`src/rtl/line_merge_buffer_if.sv`:
```
// Store-side and memory-side bus bundle for line_merge_buffer.
// slave  : the buffer (accepts stores, issues line reads/writes).
// master : the environment (CPU store path plus the line memory).
// Signals: in_valid/in_ready/in_line_addr/in_offset/in_data/in_be, flush, idle,
//          mem_read/mem_write/mem_addr/mem_wdata/mem_rdata/mem_resp.
interface line_merge_buffer_if #(
  parameter int unsigned LINE_BYTES = 16,
  parameter int unsigned WORD_BYTES = 2,
  parameter int unsigned ADDR_W     = 12
);
  localparam int unsigned WORDS  = LINE_BYTES / WORD_BYTES;
  localparam int unsigned OFF_W  = (WORDS > 1) ? $clog2(WORDS) : 1;
  localparam int unsigned WORD_W = 8 * WORD_BYTES;
  localparam int unsigned LINE_W = 8 * LINE_BYTES;

  logic                  in_valid;
  logic                  in_ready;
  logic [ADDR_W-1:0]     in_line_addr;
  logic [OFF_W-1:0]      in_offset;
  logic [WORD_W-1:0]     in_data;
  logic [WORD_BYTES-1:0] in_be;
  logic                  flush;
  logic                  idle;
  logic                  mem_read;
  logic                  mem_write;
  logic [ADDR_W-1:0]     mem_addr;
  logic [LINE_W-1:0]     mem_wdata;
  logic [LINE_W-1:0]     mem_rdata;
  logic                  mem_resp;

  modport slave (
    input  in_valid, in_line_addr, in_offset, in_data, in_be, flush,
           mem_rdata, mem_resp,
    output in_ready, idle, mem_read, mem_write, mem_addr, mem_wdata
  );

  modport master (
    output in_valid, in_line_addr, in_offset, in_data, in_be, flush,
           mem_rdata, mem_resp,
    input  in_ready, idle, mem_read, mem_write, mem_addr, mem_wdata
  );
endinterface

```
`src/rtl/line_merge_buffer.sv`:
```
// Single-entry write-combining buffer. Byte-enabled word stores to one line are
// merged into a line register with a per-byte valid mask. Eviction (flush or a
// store to another line) reads the line from memory unless every byte is
// already valid, merges memory bytes under the mask, then writes the line back.
// Ports: clk, reset_n (async, active low), bus (line_merge_buffer_if.slave).
module line_merge_buffer #(
  parameter int unsigned LINE_BYTES = 16,
  parameter int unsigned WORD_BYTES = 2,
  parameter int unsigned ADDR_W     = 12
) (
  input logic                  clk,
  input logic                  reset_n,
  line_merge_buffer_if.slave   bus
);
  localparam int unsigned WORDS  = LINE_BYTES / WORD_BYTES;
  localparam int unsigned OFF_W  = (WORDS > 1) ? $clog2(WORDS) : 1;
  localparam int unsigned LINE_W = 8 * LINE_BYTES;

  localparam logic [1:0] S_EMPTY = 2'd0;
  localparam logic [1:0] S_HOLD  = 2'd1;
  localparam logic [1:0] S_READ  = 2'd2;
  localparam logic [1:0] S_WRITE = 2'd3;

  logic [1:0]            state_q, state_d;
  logic [LINE_BYTES-1:0] mask_q, mask_d;
  logic [LINE_W-1:0]     line_q, line_d;
  logic [ADDR_W-1:0]     line_addr_q, line_addr_d;
  logic                  idle_q, idle_d;
  logic                  mem_read_q, mem_read_d;
  logic                  mem_write_q, mem_write_d;
  logic                  hit_c;
  logic                  in_ready_c;
  logic                  store_en;
  logic                  evict;

  assign hit_c = (bus.in_line_addr == line_addr_q);

  // A miss store in HOLD is stalled until the held line has been evicted.
  always_comb begin
    in_ready_c = 1'b0;
    case (state_q)
      S_EMPTY: in_ready_c = 1'b1;
      S_HOLD:  in_ready_c = !(bus.in_valid && !hit_c);
      default: in_ready_c = 1'b0;
    endcase
  end

  // Next state, line/mask update and registered memory-request outputs.
  always_comb begin
    state_d     = state_q;
    mask_d      = mask_q;
    line_d      = line_q;
    line_addr_d = line_addr_q;
    store_en    = 1'b0;
    evict       = 1'b0;

    case (state_q)
      S_EMPTY: begin
        if (bus.in_valid) begin
          line_addr_d = bus.in_line_addr;
          store_en    = 1'b1;
          state_d     = S_HOLD;
        end
      end
      S_HOLD: begin
        if (bus.in_valid && hit_c) store_en = 1'b1;
        if (bus.flush || (bus.in_valid && !hit_c)) evict = 1'b1;
      end
      S_READ: begin
        if (bus.mem_resp) begin
          for (int i = 0; i < LINE_BYTES; i++) begin
            if (!mask_q[i]) line_d[i*8 +: 8] = bus.mem_rdata[i*8 +: 8];
          end
          state_d = S_WRITE;
        end
      end
      S_WRITE: begin
        if (bus.mem_resp) begin
          mask_d  = '0;
          state_d = S_EMPTY;
        end
      end
      default: state_d = S_EMPTY;
    endcase

    // Little-endian placement of the store word into the line.
    if (store_en) begin
      for (int i = 0; i < LINE_BYTES; i++) begin
        if ((bus.in_offset == OFF_W'(i / WORD_BYTES)) && bus.in_be[i % WORD_BYTES]) begin
          line_d[i*8 +: 8] = bus.in_data[(i % WORD_BYTES)*8 +: 8];
          mask_d[i]        = 1'b1;
        end
      end
    end

    // Full mask (including a store merged this cycle) skips the read.
    if (evict) state_d = (&mask_d) ? S_WRITE : S_READ;

    idle_d      = (state_d == S_EMPTY);
    mem_read_d  = (state_d == S_READ);
    mem_write_d = (state_d == S_WRITE);
  end

  always_ff @(posedge clk or negedge reset_n) begin
    if (!reset_n) begin
      state_q     <= S_EMPTY;
      mask_q      <= '0;
      line_q      <= '0;
      line_addr_q <= '0;
      idle_q      <= 1'b1;
      mem_read_q  <= 1'b0;
      mem_write_q <= 1'b0;
    end else begin
      state_q     <= state_d;
      mask_q      <= mask_d;
      line_q      <= line_d;
      line_addr_q <= line_addr_d;
      idle_q      <= idle_d;
      mem_read_q  <= mem_read_d;
      mem_write_q <= mem_write_d;
    end
  end

  assign bus.in_ready  = in_ready_c;
  assign bus.idle      = idle_q;
  assign bus.mem_read  = mem_read_q;
  assign bus.mem_write = mem_write_q;
  assign bus.mem_addr  = line_addr_q;
  assign bus.mem_wdata = line_q;
endmodule

```
`src/flat_wrapper.sv`:
```
// flat-port wrapper written by rule: the top's interface ports become plain ports
module line_merge_buffer_flat 
#(
  parameter int unsigned LINE_BYTES = 16,
  parameter int unsigned WORD_BYTES = 2,
  parameter int unsigned ADDR_W     = 12
)
  (clk, reset_n, bus_in_valid, bus_in_line_addr, bus_in_offset, bus_in_data, bus_in_be, bus_flush, bus_mem_rdata, bus_mem_resp, bus_in_ready, bus_idle, bus_mem_read, bus_mem_write, bus_mem_addr, bus_mem_wdata);
  line_merge_buffer_if #(.LINE_BYTES(LINE_BYTES), .WORD_BYTES(WORD_BYTES), .ADDR_W(ADDR_W)) bus_i ();
  input logic clk;
  input logic reset_n;
  input wire logic [$bits(bus_i.in_valid)-1:0] bus_in_valid;
  input wire logic [$bits(bus_i.in_line_addr)-1:0] bus_in_line_addr;
  input wire logic [$bits(bus_i.in_offset)-1:0] bus_in_offset;
  input wire logic [$bits(bus_i.in_data)-1:0] bus_in_data;
  input wire logic [$bits(bus_i.in_be)-1:0] bus_in_be;
  input wire logic [$bits(bus_i.flush)-1:0] bus_flush;
  input wire logic [$bits(bus_i.mem_rdata)-1:0] bus_mem_rdata;
  input wire logic [$bits(bus_i.mem_resp)-1:0] bus_mem_resp;
  output wire logic [$bits(bus_i.in_ready)-1:0] bus_in_ready;
  output wire logic [$bits(bus_i.idle)-1:0] bus_idle;
  output wire logic [$bits(bus_i.mem_read)-1:0] bus_mem_read;
  output wire logic [$bits(bus_i.mem_write)-1:0] bus_mem_write;
  output wire logic [$bits(bus_i.mem_addr)-1:0] bus_mem_addr;
  output wire logic [$bits(bus_i.mem_wdata)-1:0] bus_mem_wdata;
  assign bus_i.in_valid = bus_in_valid;
  assign bus_i.in_line_addr = bus_in_line_addr;
  assign bus_i.in_offset = bus_in_offset;
  assign bus_i.in_data = bus_in_data;
  assign bus_i.in_be = bus_in_be;
  assign bus_i.flush = bus_flush;
  assign bus_i.mem_rdata = bus_mem_rdata;
  assign bus_i.mem_resp = bus_mem_resp;
  assign bus_in_ready = bus_i.in_ready;
  assign bus_idle = bus_i.idle;
  assign bus_mem_read = bus_i.mem_read;
  assign bus_mem_write = bus_i.mem_write;
  assign bus_mem_addr = bus_i.mem_addr;
  assign bus_mem_wdata = bus_i.mem_wdata;
  line_merge_buffer #(.LINE_BYTES(LINE_BYTES), .WORD_BYTES(WORD_BYTES), .ADDR_W(ADDR_W)) u_core (.clk(clk), .reset_n(reset_n), .bus(bus_i));
endmodule
```
`config.mk`:
```
export PLATFORM = sky130hd
export DESIGN_NAME = line_merge_buffer_flat
export DESIGN_NICKNAME = d
export VERILOG_FILES = /design/src/rtl/line_merge_buffer_if.sv /design/src/rtl/line_merge_buffer.sv /design/src/flat_wrapper.sv
export SDC_FILE = /design/constraint.sdc
export NUM_CORES = 1
export LEC_CHECK = 0
export ABC_AREA = 0
export ABC_CLOCK_PERIOD_IN_PS = 2300
export CORE_AREA = 5 5 147 149
export CTS_CLUSTER_DIAMETER = 150
export DETAILED_ROUTE_END_ITERATION = 6
export DIE_AREA = 0 0 152 154
export PLACE_DENSITY = 0.82
export SYNTH_ARGS = -nofsm -noshare
export SYNTH_HDL_FRONTEND = slang
export SYNTH_SLANG_ARGS = --single-unit
```
`constraint.sdc`:
```
create_clock -name clk -period 2.3 [get_ports clk]
set_input_delay 0.46 -clock clk [delete_from_list [all_inputs] [get_ports clk]]
set_output_delay 0.46 -clock clk [all_outputs]
set_load 0.005 [all_outputs]
```
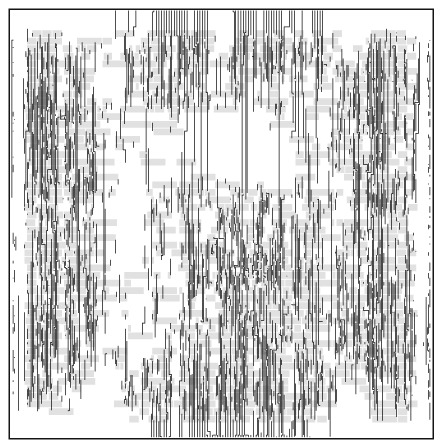
run_1/layer_met2.png
Cells faint in the background.
nets with wire on the layer = 1108
main direction = vertical
longest straight run = 59.5 um
wire length on this layer = 13500 um

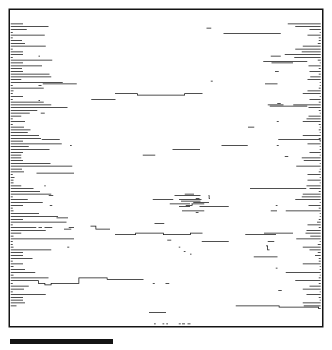
run_1/layer_met3.png
Bar = 50 um.
nets with wire on the layer = 247
longest straight run = 30.6 um
wire length on this layer = 2010 um
vias: 7274
met3 usage: 6.830%
WL final: 27430 um

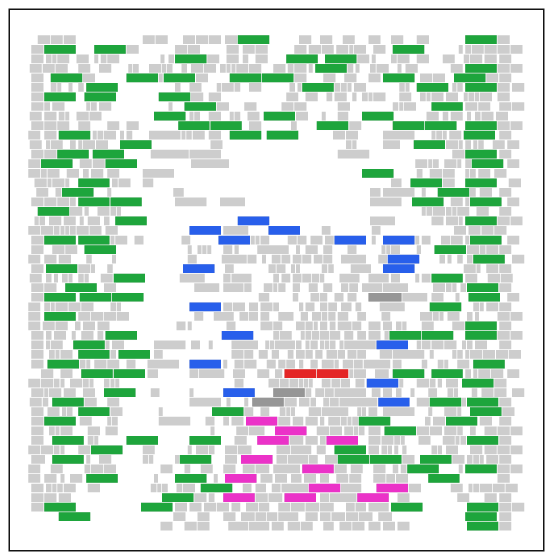
run_1/flops_by_reg.png
blue -> u_core.mask_q  # placed flops 16, where middle
magenta -> u_core.bus.mem_addr  # placed flops 12, where bottom middle
red -> u_core.state_q  # placed flops 2
green -> u_core.bus.mem_wdata  # placed flops 128, where widely spread
not coloured = 3
Final Util: 62.75%
Flop+latch power: 5.23 mW
Seq area share: 32.05%

==> results.ini, run 1 <==
[outcome]
status = finished, final reports clean

[final_layout]
layout-drive-gt1-share_pct = 12.83
buf_share_pct = 30.45
num-fill-cells = 1653
final_cell_mix = clkdlybuf4s50_1, dfrtp_1, mux2i_1
biggestCellCategory = sequential cells
num-nets-final = 1291
register_area_um2 = 4030
fin_cells = 1409
areaGrowthSynthToFinish_pct = 58.82
antennaDiodeCount = 1
comb-cell-share_pct = 29.71
inv_count = 6
combGateArea_um2 = 3736
final_common_cell = clkdlybuf4s50_1
n_all_buffers = 389
comb_cells = 550
flop-count = 161

[synthesis]
common_cells = dfrtp_1, mux2i_1, nand2_1
ys_sh_aoi_pct = 12.47
logic_family = multiplexers
xor_area_share_pct = 1.438
mux_area_share_pct = 18.02
top_cell = dfrtp_1
ys_sh_simple_pct = 13.99
yosysWarnings = 0
synth.area.top_cells = dfrtp_1, mux2i_1, o21ai_1
edf_count = 0
top_area_cell = dfrtp_1
synthesis.area_um2 = 7918
async_flop_share_pct = 100.0
synthCells = 766
synthAdderAreaFrac_pct = 0
yosysSeqAreaShare_pct = 50.90
ys_chip_area_um2 = 7918
synth_flops = 161
synth_area_per_cell_um2 = 10.34
top_area_share_pct = 50.57
flop_cell = dfrtp_1
ys_cells = 766
fp_nets = 932

[critical_path]
path_buffers = 2
crit_slowest_cell = clkdlybuf4s50_1
crit_path_start_kind = input port
worstSetupStartpoint = bus_in_line_addr[11]
timing.critical_path.depth = 6
path_class = in2out
path_cells = clkdlybuf4s50_1 > xor2_1 > nor4_4 > a31oi_4 > a21oi_2 > buf_2
rr_worst_depth = 9
r2r-end = u_core.bus.mem_wdata[49]$_DFF_PN0_
r2r_slack_ps = 60
reg2reg_from = u_core.bus.mem_addr[5]$_DFFE_PN0P_
crit_path_max_incr_delay_ps = 440
worstSetupEndpointType = output pin
crit_required_ps = 1840
worstPathArrival_ps = 1830
crit_end = bus_in_ready

[pwr]
p_clk_share_pct = 19.8
p_sw_mw = 4.920
p_leak_nw = 5.064
p_total_mw = 14.97
powerDensity_nw_per_um2 = 1191
ir_worst_vdd_mv = 0.6922
pwr-share-comb_pct = 45.2
seqPwrFrac_pct = 34.9
switching_share_pct = 32.85
maxPowerGroup = combinational cells

[global_route]
track_usage_pct = 23.23
grt_overflow = 0
grt_pass1_wl_um = 43170
grtUsageMet1_pct = 28.53
busiest_layer = met2
met2_usage_pct = 39.52
grt_pass1_vias = 7633
antenna_found_initial = 1

[clock_network]
htreeDepth = 4
cts.path.max_buffers = 2
cts_root_buf = clkbuf_16
clock-sinks = 161
cts_tree = built
cts_hold_buf = 1
cts-buffers-inserted = 17
clk_pin_slew_ps = 60
cts_setup_buffers = 4
cts_resized = 16
clock_latency_ps = 420

[sta]
setup_violations = 0
rsz0062_at_grt = true
slew_viol_final = 0
fin_crit_sh_pct = 99.74
holdWs_ps = 406.3
slew_headroom_pct = 61.95
finClkSkew_ps = 12.49
fin_setup_tns_ps = 0
period_needed_ps = 2294

[placed_design]
place_congestion = 0.9270
detailed_place.area_um2 = 11850
dpl_worst_slack_ps = -530.3
dpl.cell_count = 1371
hpwl_um = 20980
port_buffers = 309

[floorplanning]
nWellTaps = 270
placementRows = 52
ioPinCount = 310
die_h_um = 154
fp_util_pct = 39.51
fp.coreArea_um2 = 20040
die_area_um2 = 23410

[detailed_routing]
viasPerCell = 5.163
met1Wirelength_um = 11240
wl_per_cell_um = 19.47
wl_met2_um = 13500
drt_iter0_drc = 375
top_layer_used = met4
met3_length_um = 2010
drc = 0
first_pass_iters = 4

[min_path]
holdPathEnd = u_core.bus.mem_addr[5]$_DFFE_PN0P_
hold_path_depth = 2
min_from = bus_in_line_addr[5]
hold_path.class = in2reg

[flow_run]
tool_warnings = 28
drv_cap = 0

==> run 2, diff against run 1 <==
CORE_AREA = 5 5 145 147   (was 5 5 147 149)
CTS_BUF_LIST = sky130_fd_sc_hd__clkbuf_4 sky130_fd_sc_hd__clkbuf_8   (was default)
DIE_AREA = 0 0 150 152   (was 0 0 152 154)
PLACE_DENSITY = 0.83   (was 0.82)
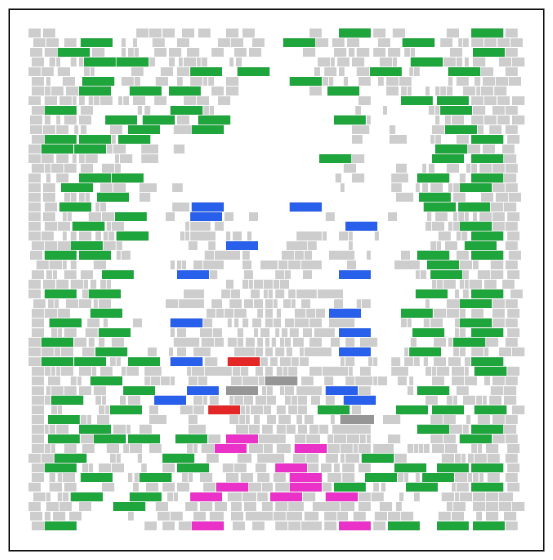
run_2/flops_by_reg.png
red -> u_core.state_q  # placed flops 2
green -> u_core.bus.mem_wdata  # placed flops 128, where widely spread
magenta -> u_core.bus.mem_addr  # placed flops 12, where bottom middle
blue -> u_core.mask_q  # placed flops 16
not coloured = 3
Flop+latch power: 5.22 mW
Flop area: 4030 um2

==> results.ini, run 2 <==
[critical_path]
worstSetupStartpoint = bus_in_line_addr[1]
worstPathArrival_ps = 1910  ; +80 ps
crit_slowest_cell = clkdlybuf4s50_1
reg2reg_from = u_core.bus.mem_addr[4]$_DFFE_PN0P_
crit_path_start_kind = input port
timing.critical_path.depth = 6  ; unchanged
r2r-end = u_core.bus.mem_wdata[60]$_DFF_PN0_
path_class = in2out
critical_path.max_fanout = 2
path_buffers = 2  ; unchanged
path_cells = clkdlybuf4s50_1 > xor2_1 > nor4_4 > a31oi_4 > a21oi_2 > buf_2
crit_path_max_incr_delay_ps = 450  ; about the same
r2r_slack_ps = 10  ; -50 ps
crit_required_ps = 1840  ; about the same
worstSetupEndpointType = output pin
rr_worst_depth = 8  ; -1
crit_end = bus_in_ready
critPathTopFamily = buffers and inverters

[final_layout]
comb-cell-share_pct = 30.20  ; +0.49 points
clkCellAreaFrac_pct = 3.110
inv_count = 6  ; unchanged
final_common_cell = clkdlybuf4s50_1
nClkBuffers = 19
antennaDiodeCount = 0  ; -1
flop-count = 161  ; unchanged
fin_util_pct = 61.84  ; -0.91 points
seq_share_pct = 32.95  ; +0.90 points
combGateArea_um2 = 3694  ; -1.1%
num-fill-cells = 1630  ; -1.4%
layout-drive-gt1-share_pct = 11.69  ; -1.1 points
comb_cells = 550  ; unchanged
areaGrowthSynthToFinish_pct = 54.47
biggestCellCategory = sequential cells
final_cell_mix = clkdlybuf4s50_1, dfrtp_1, mux2i_1
buf_share_pct = 30.79  ; +0.35 points
num-nets-final = 1282  ; -0.70%
fin_cells = 1399  ; -0.71%
n_all_buffers = 380  ; -2.3%

[sta]
fin_setup_tns_ps = -109.8  ; -109.8 ps
fin_crit_sh_pct = 103.0  ; +3.2 points
slew_headroom_pct = 60.05  ; -1.9 points
period_needed_ps = 2369  ; +74.71 ps
rsz0062_at_grt = true
setup_violations = 11  ; +11
worst_slack_ps = -68.73
slew_viol_final = 0  ; unchanged
finClkSkew_ps = 16.12  ; +3.631 ps
fmax_mhz = 422.2
worst_slew_pin_slew_ps = 597.4
holdWs_ps = 328.0  ; -78.28 ps

[placed_design]
port_buffers = 309  ; unchanged
dpl_worst_slack_ps = -482.0  ; +48.23 ps
detailed_place.area_um2 = 11790  ; -0.55%
place_congestion = 0.9079  ; -2.1%
dpl.cell_count = 1363  ; -0.58%
hpwl_um = 20440  ; -2.6%

[floorplanning]
placementRows = 52  ; unchanged
fp_util_pct = 40.03  ; +0.52 points
die_area_um2 = 22800  ; -2.6%
nWellTaps = 270  ; unchanged
fp.coreArea_um2 = 19780  ; -1.3%
die_h_um = 152  ; -1.3%
ioPinCount = 310  ; unchanged

[synthesis]
top_area_share_pct = 50.57  ; unchanged
mux_area_share_pct = 18.02  ; unchanged
ys_chip_area_um2 = 7918  ; unchanged
ys_cells = 766  ; unchanged
synth_area_per_cell_um2 = 10.34  ; unchanged
synthesis.area_um2 = 7918  ; unchanged
synthAdderAreaFrac_pct = 0  ; unchanged
flop_cell = dfrtp_1
ys_sh_aoi_pct = 12.47  ; unchanged
ys_types = 46
async_flop_share_pct = 100.0  ; unchanged
edf_count = 0  ; unchanged
yosysSeqAreaShare_pct = 50.90  ; unchanged
synth_flops = 161  ; unchanged
synthCells = 766  ; unchanged
logic_family = multiplexers
synth.area.top_cells = dfrtp_1, mux2i_1, o21ai_1
fp_nets = 932  ; unchanged
common_cells = dfrtp_1, mux2i_1, nand2_1
top_cell = dfrtp_1
ys_sh_simple_pct = 13.99  ; unchanged
top_area_cell = dfrtp_1
yosysWarnings = 0  ; unchanged
xor_area_share_pct = 1.438  ; unchanged

[global_route]
grtUsageMet1_pct = 27.69  ; -0.84 points
grt_pass1_vias = 7561  ; -0.94%
busiest_layer = met2
grt_max_degree = 56
grt_util_met3_pct = 7.566  ; +0.74 points
antenna_found_initial = 0  ; -1
track_usage_pct = 22.99  ; -0.24 points
grt_pass1_wl_um = 41460  ; -4.0%
grt_overflow = 0  ; unchanged

[clock_network]
cts_hold_buf = 1  ; unchanged
cts_resized = 7  ; -9
cts_root_buf = clkbuf_8
clock-sinks = 161  ; unchanged
cts_tree = built
cts_setup_buffers = 1  ; -3
cts.path.max_buffers = 2  ; unchanged
htreeDepth = 4  ; unchanged
cts-buffers-inserted = 17  ; unchanged
clock_latency_ps = 450  ; +30 ps
clk_pin_slew_ps = 90  ; +30 ps

[detailed_routing]
wl_met2_um = 12900  ; -4.5%
wl_per_cell_um = 19.12  ; -1.8%
first_pass_iters = 5  ; +1
met3_length_um = 2805  ; +40%
met1Wirelength_um = 10460  ; -7.0%
top_layer_used = met4
drt_iter0_drc = 316  ; -16%
viasPerCell = 5.124  ; -0.75%
drc = 0  ; unchanged

[flow_run]
drv_cap = 0  ; unchanged
tool_warnings = 29  ; +3.6%

[pwr]
maxPowerGroup = combinational cells
pg_clk_mw = 2.04
p_sw_mw = 4.778  ; -2.9%
ir_worst_vdd_mv = 0.5619  ; -19%
p_total_mw = 13.90  ; -7.1%
pwr-share-comb_pct = 47.8  ; +2.6 points
p_leak_nw = 4.915  ; -3.0%
seqPwrFrac_pct = 37.5  ; +2.6 points
switching_share_pct = 34.36  ; +1.5 points
powerDensity_nw_per_um2 = 1137  ; -4.5%
p_clk_share_pct = 14.6  ; -5.2 points

[min_path]
holdPathEnd = u_core.bus.mem_addr[2]$_DFFE_PN0P_
hold_path.class = in2reg
min_from = bus_in_line_addr[2]
hold_path_depth = 2  ; unchanged

[outcome]
status = finished with violations
failed_checks = setup timing

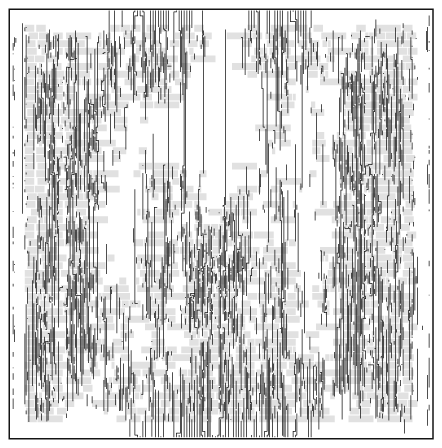
run_2/layer_met2.png
Cells faint in the background.
nets with wire on the layer = 1094
share of all routed wire = 48%
longest straight run = 67.5 um
main direction = vertical
grt met2 use: 38.65%
vias: 7168
WL final: 26740 um

Power figures rest on the tool's default switching activity, not on a simulated workload.
